### src/rtl/store_to_fetch_receiver.sv
// Fetch-side drain of the store->fetch mailbox: buffers one redirect packet, offers it
// to fetch PC logic, and counts unresolved branches so fetch stalls until redirected.
module store_to_fetch_receiver #(
  parameter int ADDR_W          = 32,
  parameter int NUM_LANES       = 4,
  parameter int MAX_OUTSTANDING = 4,
  parameter int PKT_W           = 16,
  localparam int CNT_W          = $clog2(MAX_OUTSTANDING + 1)
) (
  input  logic                 clk,
  input  logic                 reset,
  input  logic                 bus_can_receive,
  input  logic [ADDR_W-1:0]    bus_pc,
  input  logic [NUM_LANES-1:0] bus_exec_mask,
  output logic                 bus_recv,
  input  logic                 branch_issued,
  output logic                 redirect_valid,
  input  logic                 redirect_ready,
  output logic [ADDR_W-1:0]    redirect_pc,
  output logic [NUM_LANES-1:0] redirect_mask,
  output logic                 fetch_stall,
  output logic [CNT_W-1:0]     outstanding_cnt,
  output logic [PKT_W-1:0]     pkt_count,
  output logic                 proto_error
);

  // state | meaning
  // IDLE  | buffer empty; take the mailbox as soon as it is full
  // OFFER | buffer holds a packet offered to fetch; mailbox left full as backpressure
  typedef enum logic {IDLE, OFFER} state_t;

  localparam logic [CNT_W-1:0] CNT_MAX = CNT_W'(MAX_OUTSTANDING);

  state_t state, state_nxt;
  logic   accept;

  always_ff @(posedge clk) begin
    if (reset) state <= IDLE;
    else       state <= state_nxt;
  end

  always_comb begin
    state_nxt      = state;
    bus_recv       = 1'b0;
    redirect_valid = 1'b0;
    case (state)
      IDLE: begin
        bus_recv = bus_can_receive && !reset;
        if (bus_recv) state_nxt = OFFER;
      end
      OFFER: begin
        redirect_valid = 1'b1;
        if (redirect_ready) state_nxt = IDLE;
      end
      default: state_nxt = IDLE;
    endcase
  end

  assign accept      = redirect_valid && redirect_ready;
  assign fetch_stall = (outstanding_cnt != '0);

  always_ff @(posedge clk) begin
    if (reset) begin
      redirect_pc     <= '0;
      redirect_mask   <= '0;
      outstanding_cnt <= '0;
      pkt_count       <= '0;
      proto_error     <= 1'b0;
    end else begin
      if (bus_recv) begin
        redirect_pc   <= bus_pc;
        redirect_mask <= bus_exec_mask;
        pkt_count     <= pkt_count + PKT_W'(1);
      end
      // an issue and a resolution in the same cycle cancel out
      if (branch_issued && !accept) begin
        if (outstanding_cnt == CNT_MAX) proto_error <= 1'b1;
        else                            outstanding_cnt <= outstanding_cnt + CNT_W'(1);
      end else if (accept && !branch_issued && outstanding_cnt != '0) begin
        outstanding_cnt <= outstanding_cnt - CNT_W'(1);
      end
      // a redirect nobody is waiting for is still delivered, but flagged
      if (bus_recv && outstanding_cnt == '0 && !branch_issued) proto_error <= 1'b1;
    end
  end

endmodule

### config.mk
export PLATFORM = sky130hd
export DESIGN_NAME = store_to_fetch_receiver
export DESIGN_NICKNAME = d
export VERILOG_FILES = /design/src/rtl/store_to_fetch_receiver.sv
export SDC_FILE = /design/constraint.sdc
export NUM_CORES = 1
export LEC_CHECK = 0
export ABC_CLOCK_PERIOD_IN_PS = 3150
export CORE_MARGIN = 2
export CORE_UTILIZATION = 40
export DETAILED_ROUTE_END_ITERATION = 8
export GPL_TIMING_DRIVEN = 0
export PLACE_DENSITY = 0.77
export SLEW_MARGIN = 10
export SYNTH_ARGS = -nofsm -noshare
export SYNTH_HDL_FRONTEND = slang
export SYNTH_SLANG_ARGS = --single-unit
### constraint.sdc
create_clock -name clk -period 3.15 [get_ports clk]
set_clock_uncertainty 0.1 [all_clocks]
set_input_delay 0.63 -clock clk [delete_from_list [all_inputs] [get_ports clk]]
set_output_delay 0.63 -clock clk [all_outputs]
set_load 0.02 [all_outputs]
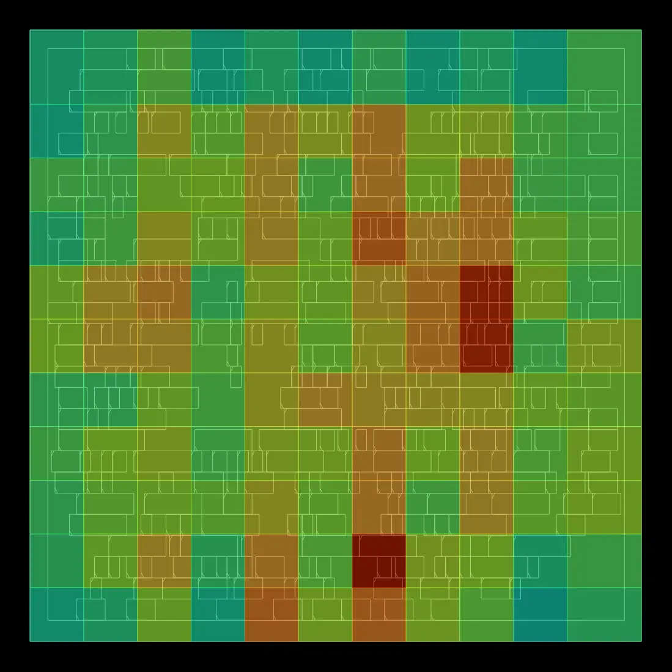
Run 1: routing congestion map
Avg WL per Cell: 12.27 µm
peak-usage layer in the global routing report: met2

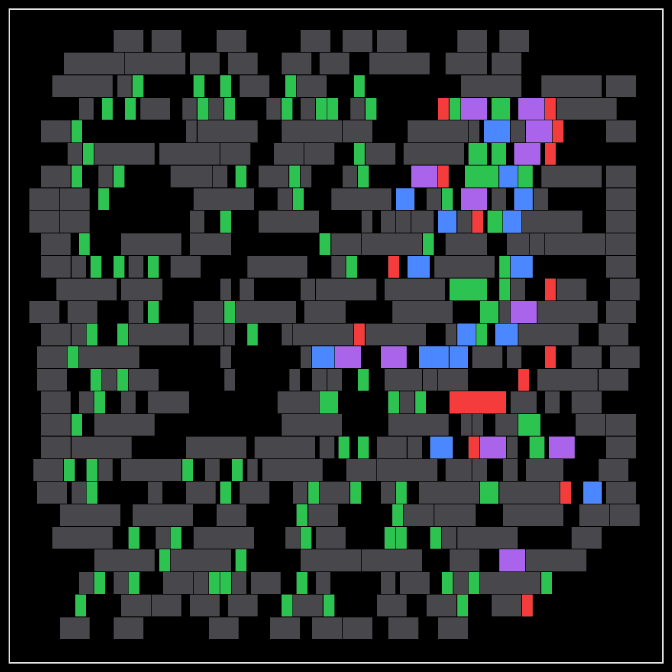
Run 1: gate families picked out
| family | color | cells | most used |
|---|---|---|---|
| nor cells | red | 15 | nor2_1 |
| and/or cells | blue | 15 | or3_1 |
| xor and xnor cells | purple | 12 | xor2_1 |
| nand cells | green | 94 | nand2_1 |

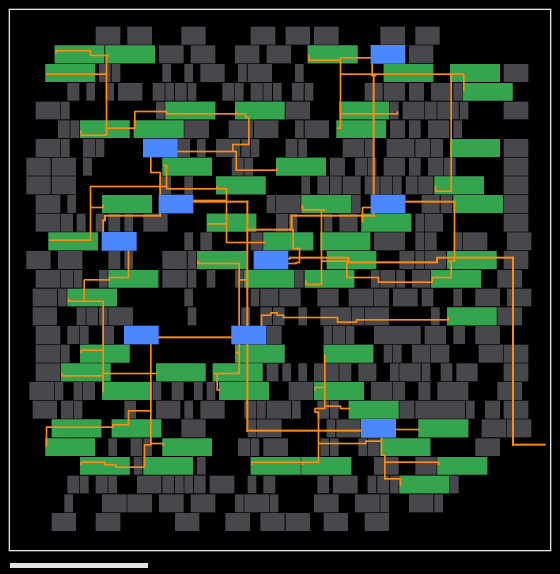
Run 1: routed clock nets over the placement
Bar = 20 µm.
[clock wires] orange | length: 760 µm
[clock drivers] blue | count: 9
[flip-flops] green | count: 57
flops lie: all over the die

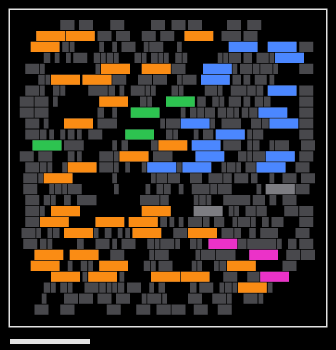
Run 1: where the registers sit
Bar = 20 µm. Other sequential cells in the stronger gray, the rest of the logic in the fainter gray.
| name in the netlist | color | sequential cells |
|---|---|---|
| redirect_mask | green | 4 |
| pkt_count | blue | 16 |
| outstanding_cnt | magenta | 3 |
| redirect_pc | orange | 32 |
not colored: 2

==> run notes, run 1 <==
The following summarizes the physical implementation.

Status
The flow ran to the end, and the final reports show no timing, DRC or antenna violations.

Yosys
Ranked by instance count, the synthesized netlist is headed by nand2_1, dfxtp_1, a21oi_1, nor2_1. The commonest register cell is dfxtp_1.

Setup path
The report lists the cells along the critical path as clkdlybuf4s50_1 > nor3b_4 > clkdlybuf4s50_1. The worst register-to-register path has a setup slack of 1.12 ns. The number of buffer and inverter instances along the worst setup path is 2.

Among the stages of the critical path, the cell type that occurs most often is clkdlybuf4s50_1.

Die
The cell row count is 27. The floorplan step set the die width to 78.54 µm. The placeable core region is 5439 µm².

Layout
Measured on the final layout, the clock distribution area share stands at 0.04486. The layout has 12 clock buffers.

CTS
Per the CTS log, the root buffer master is clkbuf_8. The number of hold-repair buffers added at the cts stage is 0. The maximum clock path buffer count is 2.

Global route
The number of global-route vias before repair was 1,967.

Run
The tally of max-capacitance violations is 0. The total number of warnings across the stage logs is 26.

STA
Timing would allow up to 339.0 MHz.

Detailed routing
The routed wire length is 5.596 mm. The detailed route wirelength on metal3 is 415 µm.
==> run 1 -> run 2 <==
--- a/config.mk
+++ b/config.mk
@@ -5,7 +5,7 @@
 export SDC_FILE = /design/constraint.sdc
 export NUM_CORES = 1
 export LEC_CHECK = 0
-export ABC_CLOCK_PERIOD_IN_PS = 3150
+export ABC_CLOCK_PERIOD_IN_PS = 3400
 export CORE_MARGIN = 2
 export CORE_UTILIZATION = 40
 export DETAILED_ROUTE_END_ITERATION = 8
==> constraint.sdc (replaced) <==
create_clock -name clk -period 3.4 [get_ports clk]
set_clock_uncertainty 0.1 [all_clocks]
set_input_delay 0.68 -clock clk [delete_from_list [all_inputs] [get_ports clk]]
set_output_delay 0.68 -clock clk [all_outputs]
set_load 0.02 [all_outputs]
==> run 2 against run 1 <==
Effect of this change:
- via count unchanged
- critical path depth unchanged
- first-iteration DRC count unchanged
- highest routed layer unchanged
- design area unchanged
- combinational power down 7.4%
- non-clock buffer count unchanged
- sequential share of layout area unchanged
- clock-buffer cell count unchanged
- flip-flop count unchanged
- hold slack unchanged
- utilization unchanged
==> run notes, run 2 <==
The following summarizes the physical implementation.

Status
The run finished with clean final reports.

Setup path
Setup slack on the worst reg-to-reg path comes out at 1.37 ns. Counting stages on the worst path, the most repeated cell is clkdlybuf4s50_1. Traced cell by cell, the critical path runs through clkdlybuf4s50_1 > nor3b_4 > clkdlybuf4s50_1. The number of buffer and inverter instances along the worst setup path is 2.

STA
Based on the critical path, the design can be clocked at up to 327.9 MHz.

Layout
The number of clock buffers in the layout is 12. Measured on the final layout, the clock distribution area share stands at 0.04486.

Die
After floorplanning, the core was sized to cover 5439 µm². The cell row count is 27. In this run the horizontal extent of the chip is 78.54 µm.

Detailed routing
Summed over all layers, the routed wires come to 5.596 mm. In the final routed layout, each cell accounts on average for 12.27 µm. Per the detail_route log, met3 wirelength is 415 µm.

Yosys
In the synthesized netlist, the cells that appear most often are nand2_1, dfxtp_1, a21oi_1, nor2_1. Among all flip-flop cells after synthesis, the most frequent one is dfxtp_1.

Run
Across all stage logs, warnings added up to 26. Max-cap violations in this run came to 0.

CTS
The root buffer cell chosen for the clock tree is clkbuf_8. The number of hold-repair buffers added at the cts stage is 0. The maximum clock path buffer count is 2.

Global route
The wire length of the first global-routing pass is 9.266 mm.
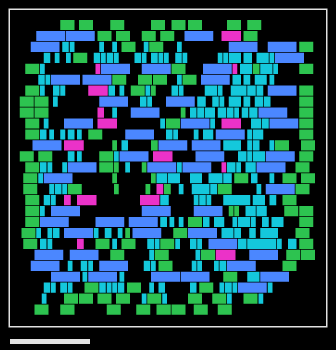
Run 2: placed cells, one color a class
Bar = 20 µm.
| class | color | cells |
|---|---|---|
| sequential cells | blue | 57 |
| clock drivers and dummy loads | magenta | 16 |
| combinational and other logic | cyan | 197 |
| remaining buffers and delay cells | green | 114 |

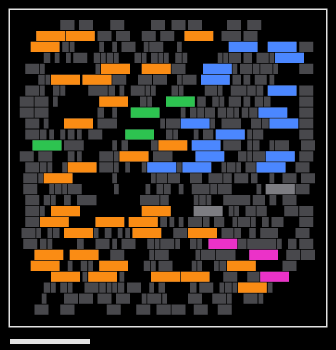
Run 2: where the registers sit
Bar = 20 µm. Other sequential cells in the stronger gray, the rest of the logic in the fainter gray.
Util after Layout: 0.6358
sequential standard cell area: 1141 µm²

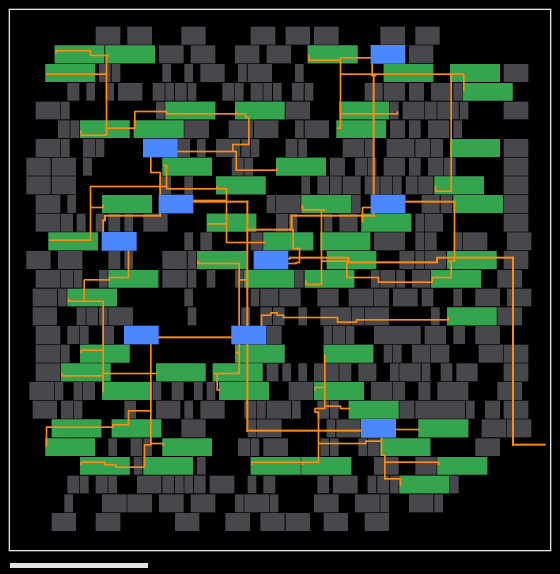
Run 2: routed clock nets over the placement
Bar = 20 µm.
[flip-flops] green | count: 57
[clock wires] orange | length: 760 µm
[clock drivers] blue | count: 9
flops lie: all over the die

==> run 2 -> run 3 <==
==> constraint.sdc (replaced) <==
create_clock -name clk -period 3.4 [get_ports clk]
set_clock_uncertainty 0.1 [all_clocks]
set_input_delay 0.51 -clock clk [delete_from_list [all_inputs] [get_ports clk]]
set_output_delay 0.51 -clock clk [all_outputs]
set_load 0.02 [all_outputs]
==> run 3 against run 2 <==
Effect of this change:
- maximum frequency rose by 13%
- combinational power hardly changed
- critical endpoint unchanged
- setup slack better by 0.34 ns
- non-clock buffer count did not move
- hold slack did not move
- flip-flop count unchanged
- total power is the same
- final cell count stayed put
- clock-buffer cell count unchanged
- highest routed layer unchanged
- critical path type unchanged
- critical path depth did not move
- synthesized cell count unchanged
- utilization unchanged
==> run notes, run 3 <==
The following summarizes the physical implementation.

Layout
The dominant logic cell type in the layout is clkdlybuf4s50_1. At the end of the flow the core is filled with cells to 0.6358. The number of clock buffers in the layout is 12. The layout summary lists the proportion of cells stronger than drive strength 1 as 0.05469.

The register area is 1141 µm². Per the final report, the share of cell area in clock cells is 0.04486.

Setup path
The critical path is of the in2out type. Counting both buffers and inverters, the worst setup path holds a total of 2. The most common cell type on the critical path is clkdlybuf4s50_1. In this design, the largest share of critical-path delay is due to buffers and inverters. The path depth of the worst reg2reg path is 6.

Listed in order, past its start point the critical path passes clkdlybuf4s50_1 > nor3b_4 > clkdlybuf4s50_1. In this run the register-to-register setup slack is 1.37 ns.

Global route
The most used routing layer in global routing is met2. The wire length of the first global-routing pass is 9.266 mm. The number of global-route vias before repair is 1,967.

Power
The clock network fraction of total power is 0.325. The script computed the net switching share of total power as 0.2820. The part of the total power dissipated in sequential elements is 0.469.

Die
The cell row count is 27. The total area inside the core boundary comes to 5439 µm². In this run the horizontal extent of the chip is 78.54 µm.

Status
The run finished with clean final reports.

CTS
The clock net in this run drives a total of 57 sinks. Counting along the longest clock path gives a buffer depth of 2. Hold repair after CTS inserted 0 buffers. CTS placed an instance of clkbuf_8 at the clock tree root.

Yosys
The commonest register cell is dfxtp_1. By count the netlist is led by nand2_1, dfxtp_1, a21oi_1, nor2_1. Of the total synthesized cell area, the portion taken by full adders, half adders and majority gates is 0.01464.

The net count after synthesis is 312.

Detailed routing
Before antenna repair, the detailed router went through 4 iterations. After detailed routing, the met3 layer carries 415 µm of wire. The routed wire length is 5.596 mm. The post-detailed-route wirelength per cell is 12.27 µm.

STA
For the final routed database, the setup TNS stands at 0 ns. The highest attainable clock frequency is 369.0 MHz. Counting I/O delays and the setup requirement, the final critical path takes 2.710 ns. The slew of the pin with the lowest slew margin is 0.5052 ns.

Placed design
Buffers placed on the I/O ports in this run total 99.
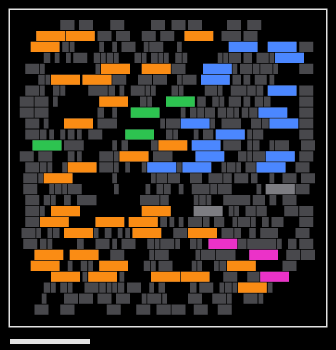
Run 3: where the registers sit
Bar = 20 µm. Other sequential cells in the stronger gray, the rest of the logic in the fainter gray.
| name in the netlist | color | sequential cells |
|---|---|---|
| redirect_mask | green | 4 |
| pkt_count | blue | 16 |
| outstanding_cnt | magenta | 3 |
| redirect_pc | orange | 32 |
not colored: 2

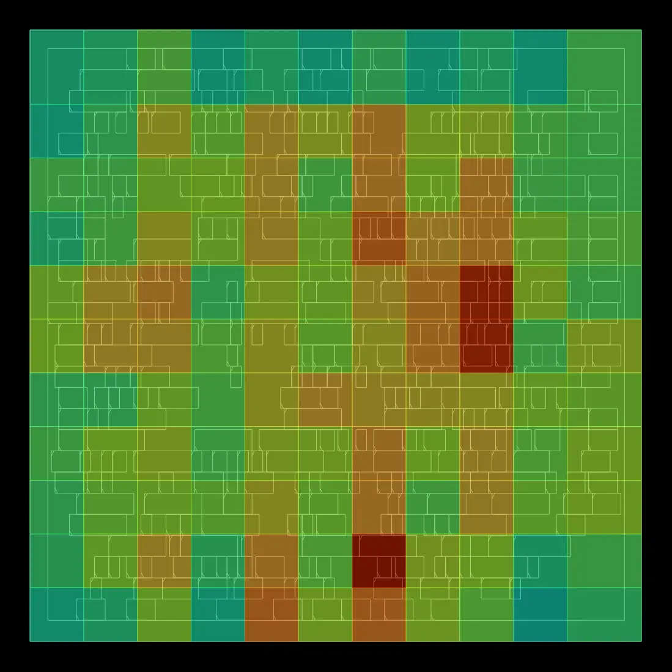
Run 3: routing congestion map
Total GRT Usage: 0.1935
GRT met2 Usage: 0.3060
met1 GRT Util: 0.2339
fraction of met3 tracks used by global routing: 0.06897

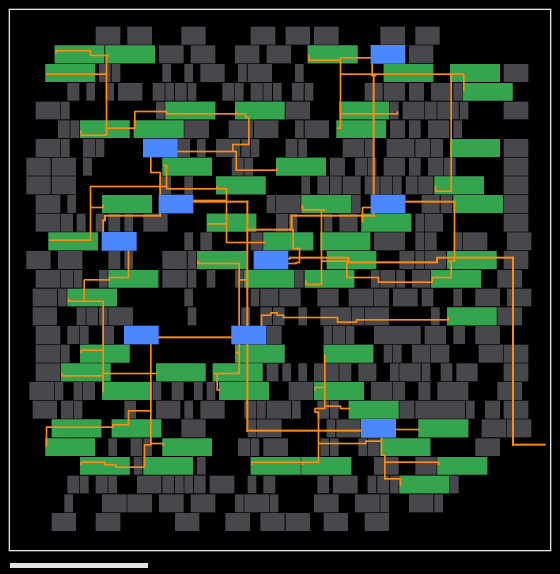
Run 3: routed clock nets over the placement
Bar = 20 µm.
[flip-flops] green | count: 57
[clock wires] orange | length: 760 µm
[clock drivers] blue | count: 9
flops lie: all over the die
routed clock nets: 10

No activity file was given, so power comes from the tool's default toggle rates.
